==> src/rtl/uart_tx_fifo.sv <==
// uart_tx_fifo: byte FIFO in front of a UART transmitter. One byte is popped per
// frame and handed over with a single-cycle start pulse.
//
// state     | meaning
// IDLE      | no frame owned; pop the head once data is queued and the line is free
// WAIT_DONE | frame launched; hold off further pops until done_tx
module uart_tx_fifo #(
    parameter int DEPTH  = 16,
    parameter int ADDR_W = 4
) (
    input  logic              clk,
    input  logic              rst,
    input  logic              wr_en,
    input  logic [7:0]        wr_data,
    output logic              full,
    output logic              empty,
    output logic [ADDR_W:0]   count,
    output logic              overflow,
    output logic              start,
    output logic [7:0]        tx_data_in,
    input  logic              tx_active,
    input  logic              done_tx
);
    typedef enum logic {IDLE, WAIT_DONE} state_t;

    localparam logic [ADDR_W:0] FULL_CNT = (ADDR_W+1)'(DEPTH);

    state_t            state_q, state_d;
    logic [7:0]        mem_q [DEPTH];
    logic [ADDR_W-1:0] wr_ptr_q, wr_ptr_d;
    logic [ADDR_W-1:0] rd_ptr_q, rd_ptr_d;
    logic [ADDR_W:0]   count_q, count_d;
    logic              start_q, start_d;
    logic              overflow_q, overflow_d;
    logic [7:0]        tx_data_q, tx_data_d;
    logic              wr_acc;
    logic              pop;

    assign full       = (count_q == FULL_CNT);
    assign empty      = (count_q == '0);
    assign count      = count_q;
    assign overflow   = overflow_q;
    assign start      = start_q;
    assign tx_data_in = tx_data_q;

    always_comb begin
        state_d    = state_q;
        wr_ptr_d   = wr_ptr_q;
        rd_ptr_d   = rd_ptr_q;
        count_d    = count_q;
        tx_data_d  = tx_data_q;
        start_d    = 1'b0;
        // full is registered, so a write dropped at full stays dropped even if a pop frees a slot
        wr_acc     = wr_en && !full;
        overflow_d = wr_en && full;
        pop        = (state_q == IDLE) && !empty && !tx_active;

        case (state_q)
            IDLE: begin
                if (pop) begin
                    state_d = WAIT_DONE;
                end
            end
            WAIT_DONE: begin
                if (done_tx) begin
                    state_d = IDLE;
                end
            end
            default: state_d = IDLE;
        endcase

        if (pop) begin
            start_d   = 1'b1;
            tx_data_d = mem_q[rd_ptr_q];
            rd_ptr_d  = rd_ptr_q + ADDR_W'(1);
        end
        if (wr_acc) begin
            wr_ptr_d = wr_ptr_q + ADDR_W'(1);
        end

        case ({wr_acc, pop})
            2'b10:   count_d = count_q + (ADDR_W+1)'(1);
            2'b01:   count_d = count_q - (ADDR_W+1)'(1);
            default: count_d = count_q;
        endcase
    end

    always_ff @(posedge clk) begin
        if (rst) begin
            state_q    <= IDLE;
            wr_ptr_q   <= '0;
            rd_ptr_q   <= '0;
            count_q    <= '0;
            start_q    <= 1'b0;
            overflow_q <= 1'b0;
            tx_data_q  <= 8'h00;
        end else begin
            state_q    <= state_d;
            wr_ptr_q   <= wr_ptr_d;
            rd_ptr_q   <= rd_ptr_d;
            count_q    <= count_d;
            start_q    <= start_d;
            overflow_q <= overflow_d;
            tx_data_q  <= tx_data_d;
        end
    end

    always_ff @(posedge clk) begin
        if (!rst && wr_acc) begin
            mem_q[wr_ptr_q] <= wr_data;
        end
    end
endmodule

==> config.mk <==
export PLATFORM = sky130hd
export DESIGN_NAME = uart_tx_fifo
export DESIGN_NICKNAME = d
export VERILOG_FILES = /design/src/rtl/uart_tx_fifo.sv
export SDC_FILE = /design/constraint.sdc
export NUM_CORES = 1
export LEC_CHECK = 0
export CORE_AREA = 4 4 107 109
export CTS_CLUSTER_DIAMETER = 150
export CTS_CLUSTER_SIZE = 25
export DETAILED_ROUTE_END_ITERATION = 10
export DIE_AREA = 0 0 111 113
export GPL_ROUTABILITY_DRIVEN = 0
export PLACE_DENSITY_LB_ADDON = 0.08
export SLEW_MARGIN = 30
export SYNTH_ARGS = -nofsm -noshare
export SYNTH_HDL_FRONTEND = slang
export SYNTH_SLANG_ARGS = --single-unit
==> constraint.sdc <==
create_clock -name clk -period 3.66 [get_ports clk]
set_input_delay 0.732 -clock clk [delete_from_list [all_inputs] [get_ports clk]]
set_output_delay 0.732 -clock clk [all_outputs]
set_load 0.005 [all_outputs]
==> run_1/met1.png <==
Supply wires on this layer in grey.
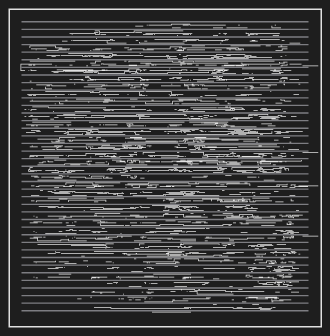
longest straight run: 50.1 um
nets with wire on the layer: 416
main direction: horizontal
wire length on this layer: 5,120 um
share of all routed wire: 43%
GR met1 Demand/Resource: 0.265
vias: 3,279

==> run_1/met2.png <==
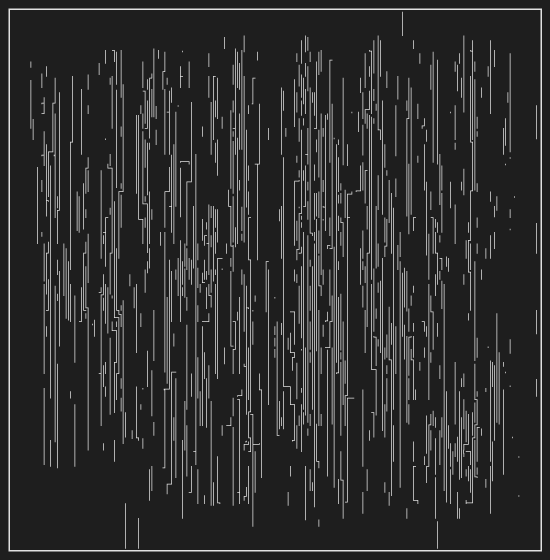
nets with wire on the layer: 368
wire length on this layer: 5,760 um
longest straight run: 64.9 um
main direction: vertical
Total Wirelength: 11,800 um
M2 GR Usage: 0.331

==> impl_metrics.env, run 1 <==
# implementation run metrics
export IMPL_status="complete, no violations"
export IMPL_buffer_area_frac=0.0638
export IMPL_cts_tree="built"
export IMPL_drtIter0Drc=256
export IMPL_fp_row_count=38
export IMPL_path_clk_slew_ps=60
export IMPL_max_cap_violations=0
export IMPL_warning_count=29
export IMPL_skew_ps=6.95
export IMPL_cts_sinks=152
export IMPL_layout_nets=455
export IMPL_grt_pass1_wl_um=18700
export IMPL_power_mw=4.59
export IMPL_final_cell_mix="edfxtp_1, mux2i_1, nor2_1, clkdlybuf4s50_1, dfxtp_1"
export IMPL_tritoncts_num_buffers=17
export IMPL_synth_avg_cell_area_um2=15.9
export IMPL_min_delay_path_depth=2
export IMPL_fmax_ghz=0.330
export IMPL_dr_wl_met2_um=5760
export IMPL_rsz0062_at_grt="no"
export IMPL_drt_met1_wl_um=5120
export IMPL_startpoint="count[0]"
export IMPL_htree_levels=4
export IMPL_grt_pass1_vias=3351
export IMPL_coreArea_um2=10600
export IMPL_die_x_um=111
export IMPL_fp_util=0.574
export IMPL_die_h_um=113
export IMPL_synth_mux_area_fraction=0.119
export IMPL_top_usage_layer="met2"
export IMPL_critPathMaxFanout=6
export IMPL_min_period_ps=3030
export IMPL_place_ws_ps=295
export IMPL_ant_nets=0
export IMPL_placed_area_um2=6620
export IMPL_yosysMostFrequentCell="edfxtp_1"
export IMPL_synth_edff_count=128
export IMPL_wl_met3_um=749
export IMPL_top_logic_kind="multiplexers"
export IMPL_ys_sh_aoi=0.0562
export IMPL_fin_area_um2=7210
export IMPL_area_growth_pct=18.6
export IMPL_nFlopsAndLatches=152
export IMPL_max_slew_margin=0.475
export IMPL_gr_total_overflow=0
==> run_1/met3.png <==
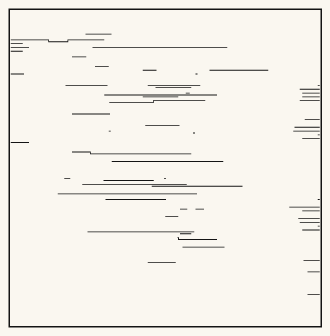
nets with wire on the layer: 46
longest straight run: 49.5 um
met3 Track Usage GR: 0.0508

[run 1: sequential cells by signal (all words and copies together) (netlist names)]
signal / cells
mem_q: 128
tx_data_in: 8
count: 5
rd_ptr_q: 4
wr_ptr_q: 4
overflow: 1
start: 1
state_q: 1
[run 1: worst max-delay path, cell delays in order (launching register included)]
cell and delay, ps:
dfxtp_1 350, nor4_1 500, a21boi_1 170, inv_1 120
ha_1 250, inv_1 110, fa_1 390, nor2b_1 160
o21ai_0 120, nand3_1 90, or3b_1 360, mux2_1 320
[run 1: where the power goes]
group          switching (mW)  leakage [nW]  internal, mW  total [mW]
logic                   0.390         0.701         0.395       0.786
registers              0.0858          1.35          1.98        2.07
clock network           0.644         0.281          1.10        1.74
total                    1.12          2.33          3.47        4.59
==> run 2, diff against run 1 <==
==> constraint.sdc (replaced) <==
create_clock -name clk -period 2.9 [get_ports clk]
set_input_delay 0.58 -clock clk [delete_from_list [all_inputs] [get_ports clk]]
set_output_delay 0.58 -clock clk [all_outputs]
set_load 0.005 [all_outputs]
==> run_2/met3.png <==
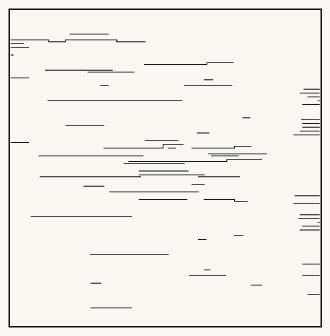
wire length on this layer: 846 um
nets with wire on the layer: 46
share of all routed wire: 7.1%
main direction: horizontal
longest straight run: 47.8 um
met3 Track Usage GR: 0.0551
Total Wirelength: 12,000 um
vias: 3,401

==> run 2 against run 1 <==
Via count rose by 3.7%. Cell count up 2.6%. Routed wire length increased by 1.3%. Clock skew grew 2.3 ps. Non-clock buffer count is 16 higher. Worst setup slack got worse by 500 ps. Clock-buffer cell count is 1 lower. Combinational power rose by 44%. Core utilization rose by 0.44 points. First-iteration DRC count rose by 30%. Area after synthesis is the same. Cell area grew 0.64%. Largest cell class unchanged.
==> impl_metrics.env, run 2 <==
# implementation run metrics
export IMPL_status="complete, no violations"
export IMPL_max_cap_violations=0
export IMPL_power_frac_comb=0.200
export IMPL_grt_pass1_vias=3354
export IMPL_place_ws_ps=-239
export IMPL_path_clk_slew_ps=60
export IMPL_cp_num_cells=4
export IMPL_coreArea_um2=10600
export IMPL_synth_avg_cell_area_um2=15.9
export IMPL_top_logic_kind="multiplexers"
export IMPL_cpMaxStageDelayCell="or4_1"
export IMPL_fmax_ghz=0.360
export IMPL_clkPwrFrac=0.341
export IMPL_skew_ps=9.20
export IMPL_power_mw=5.67
export IMPL_drtIter0Drc=333
export IMPL_largest_register="mem_q"
export IMPL_fp_util=0.574
export IMPL_ys_sh_aoi=0.0562
export IMPL_largest_register_ff_count=128
export IMPL_critPathMaxFanout=5
export IMPL_grtUsageMet1=0.276
export IMPL_tritoncts_num_buffers=17
export IMPL_layout_nets=471
export IMPL_drt_met1_wl_um=5280
export IMPL_p_int_mw=4.22
export IMPL_synth_edff_count=128
export IMPL_crit_buf_inv=2
export IMPL_synth_mux_area_fraction=0.119
export IMPL_htree_levels=4
export IMPL_die_x_um=111
export IMPL_p_sw_frac=0.256
export IMPL_switchingPower_mw=1.45
export IMPL_fp_row_count=38
export IMPL_cts_tree="built"
export IMPL_max_slew_margin=0.553
export IMPL_die_h_um=113
==> run_2/met2.png <==
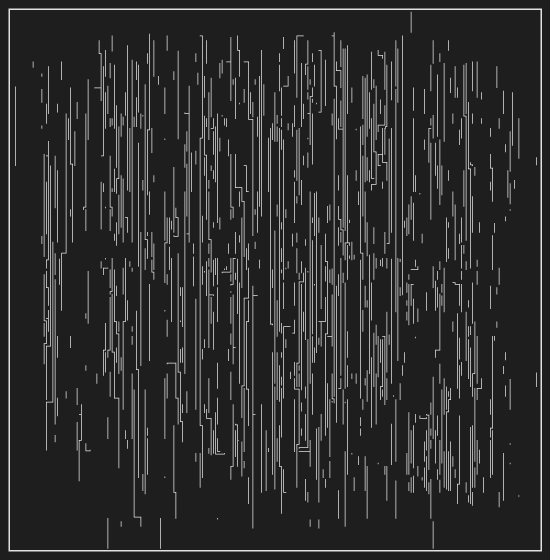
wire length on this layer: 5,650 um
share of all routed wire: 47%
nets with wire on the layer: 394
main direction: vertical
longest straight run: 62.2 um
M2 GR Usage: 0.316

==> run 2: cell counts after synthesis <==
No cell type changed its count.
==> run 2: worst min-delay path by stage <==
stage | from | to | slack (ps) | depth (start not counted)
detailed placement | tx_data_in[2] | tx_data_in[2] | 490 | 2
global placement | tx_data_in[3] | tx_data_in[3] | 490 | 2
global route | tx_data_in[0] | tx_data_in[0] | 530 | 2
finish | tx_data_in[2] | tx_data_in[2] | 490 | 2
floorplan | state_q | state_q | 480 | 2
CTS | tx_data_in[2] | tx_data_in[2] | 500 | 2
==> run 2: power groups by stage <==
stage	combinational (mW)	clock [mW]	sequential (mW)
floorplan	0.607	0	2.63
global placement	1.12	0	2.63
detailed placement	1.14	0	2.64
CTS	1.14	1.98	2.59
global route	1.25	2.07	2.61
finish	1.13	1.93	2.60
==> run 3, diff against run 2 <==
--- a/config.mk
+++ b/config.mk
@@ -5,6 +5,7 @@
 export SDC_FILE = /design/constraint.sdc
 export NUM_CORES = 1
 export LEC_CHECK = 0
+export CAP_MARGIN = 20
 export CORE_AREA = 4 4 107 109
 export CTS_CLUSTER_DIAMETER = 150
 export CTS_CLUSTER_SIZE = 25
==> run_3/final_clocks.png <==
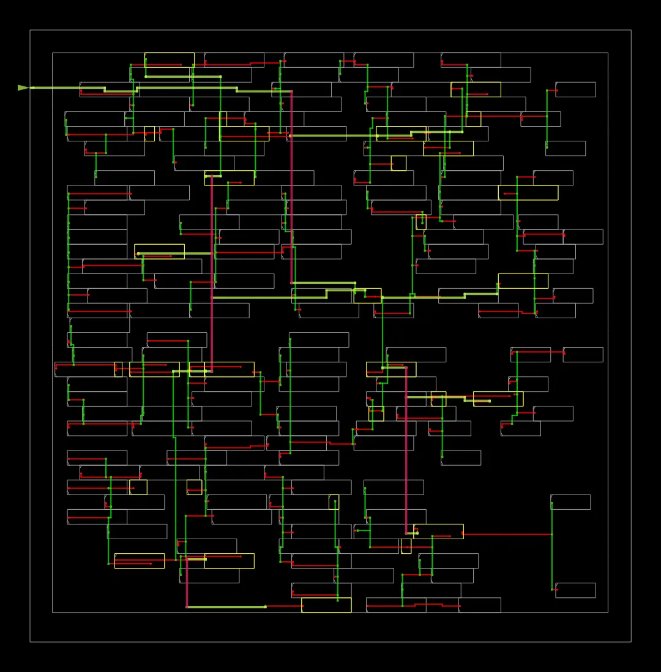
CTS buffer count: 17
Clock Skew: 9.20 ps
clock buffer count: 17
Seq cells: 152
Latency at later pin: 530 ps

==> run 3 against run 2 <==
Hold slack is the same. Area after synthesis is the same. Non-clock buffer count did not move. Critical endpoint unchanged. Highest routed layer unchanged.
==> impl_metrics.env, run 3 <==
# implementation run metrics
export IMPL_status="complete, no violations"
export IMPL_placed_area_um2=6720
export IMPL_p_int_mw=4.22
export IMPL_switchingPower_mw=1.45
export IMPL_die_h_um=113
export IMPL_grt_pass1_wl_um=18700
export IMPL_cts_tree="built"
export IMPL_top_usage_layer="met2"
export IMPL_grtUsageMet1=0.276
export IMPL_pwr_share_seq=0.458
export IMPL_largest_register_ff_count=128
export IMPL_synth_avg_cell_area_um2=15.9
export IMPL_fin_area_um2=7260
export IMPL_largest_register="mem_q"
export IMPL_clkPwrFrac=0.341
export IMPL_cts_sinks=152
export IMPL_buffer_area_frac=0.0782
export IMPL_fp_util=0.574
export IMPL_area_growth_pct=19.4
export IMPL_top_logic_kind="multiplexers"
export IMPL_die_x_um=111
export IMPL_drt_wl_total_um=12000
export IMPL_grt_pass1_vias=3354
export IMPL_startpoint="count[0]"
export IMPL_seq_cell_power_mw=2.60
export IMPL_min_period_ps=2780
export IMPL_path_clk_slew_ps=60
export IMPL_max_slew_margin=0.553
export IMPL_min_delay_path_depth=2
export IMPL_warning_count=29
export IMPL_clock_power_mw=1.93
export IMPL_p_sw_frac=0.256
export IMPL_hold_end="tx_data_in[2]"
export IMPL_wl_met3_um=846
export IMPL_pg_comb_mw=1.13
export IMPL_synth_edff_count=128
export IMPL_gr_total_overflow=0
export IMPL_layout_nets=471
export IMPL_rsz0062_at_grt="no"
export IMPL_coreArea_um2=10600
export IMPL_drt_met1_wl_um=5280
export IMPL_critPathMaxFanout=5
export IMPL_yosysMostFrequentCell="edfxtp_1"
export IMPL_dr_wl_met2_um=5650
export IMPL_max_cap_violations=0
export IMPL_fmax_ghz=0.360
export IMPL_htree_levels=4
export IMPL_grt_met2_usage=0.316
==> run_3/met4.png <==
The bar under the picture is 20 um long. Supply wires on this layer in grey.
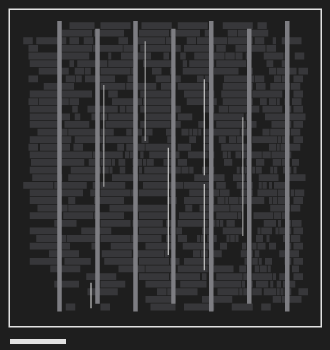
nets with wire on the layer: 5
wire length on this layer: 225 um
share of all routed wire: 1.9%

run 3: cell counts in the layout (fill, tap and decap cells not counted):
Identical to the previous run, type by type.
run 3: stage by stage:
step | setup TNS (ps) | setup WS, ps | power (mW) | utilization
6_report | 0 | 124 | 5.67 | 0.685
5_1_grt | 0 | 7.26 | 5.94 | 0.685
4_1_cts | 0 | 90.1 | 5.71 | 0.684
3_5_place_dp | -239 | -239 | 3.77 | 0.634
3_3_place_gp | -161 | -161 | 3.75 | 0.634
2_1_floorplan | 0 | 18.5 | 3.23 | -
run 3: critical path, cell delays in order, from the launching register on:
cell	delay, ps
dfxtp_1	320
buf_4	150
or4_1	580
nor2_1	110
clkdlybuf4s50_1	510
run 3: timing repair:
item	in CTS	in global routing
endpoints found under the setup margin	0	1
hold endpoints to repair	0	0
gates resized	0	4
Power and IR drop assume default switching activity.
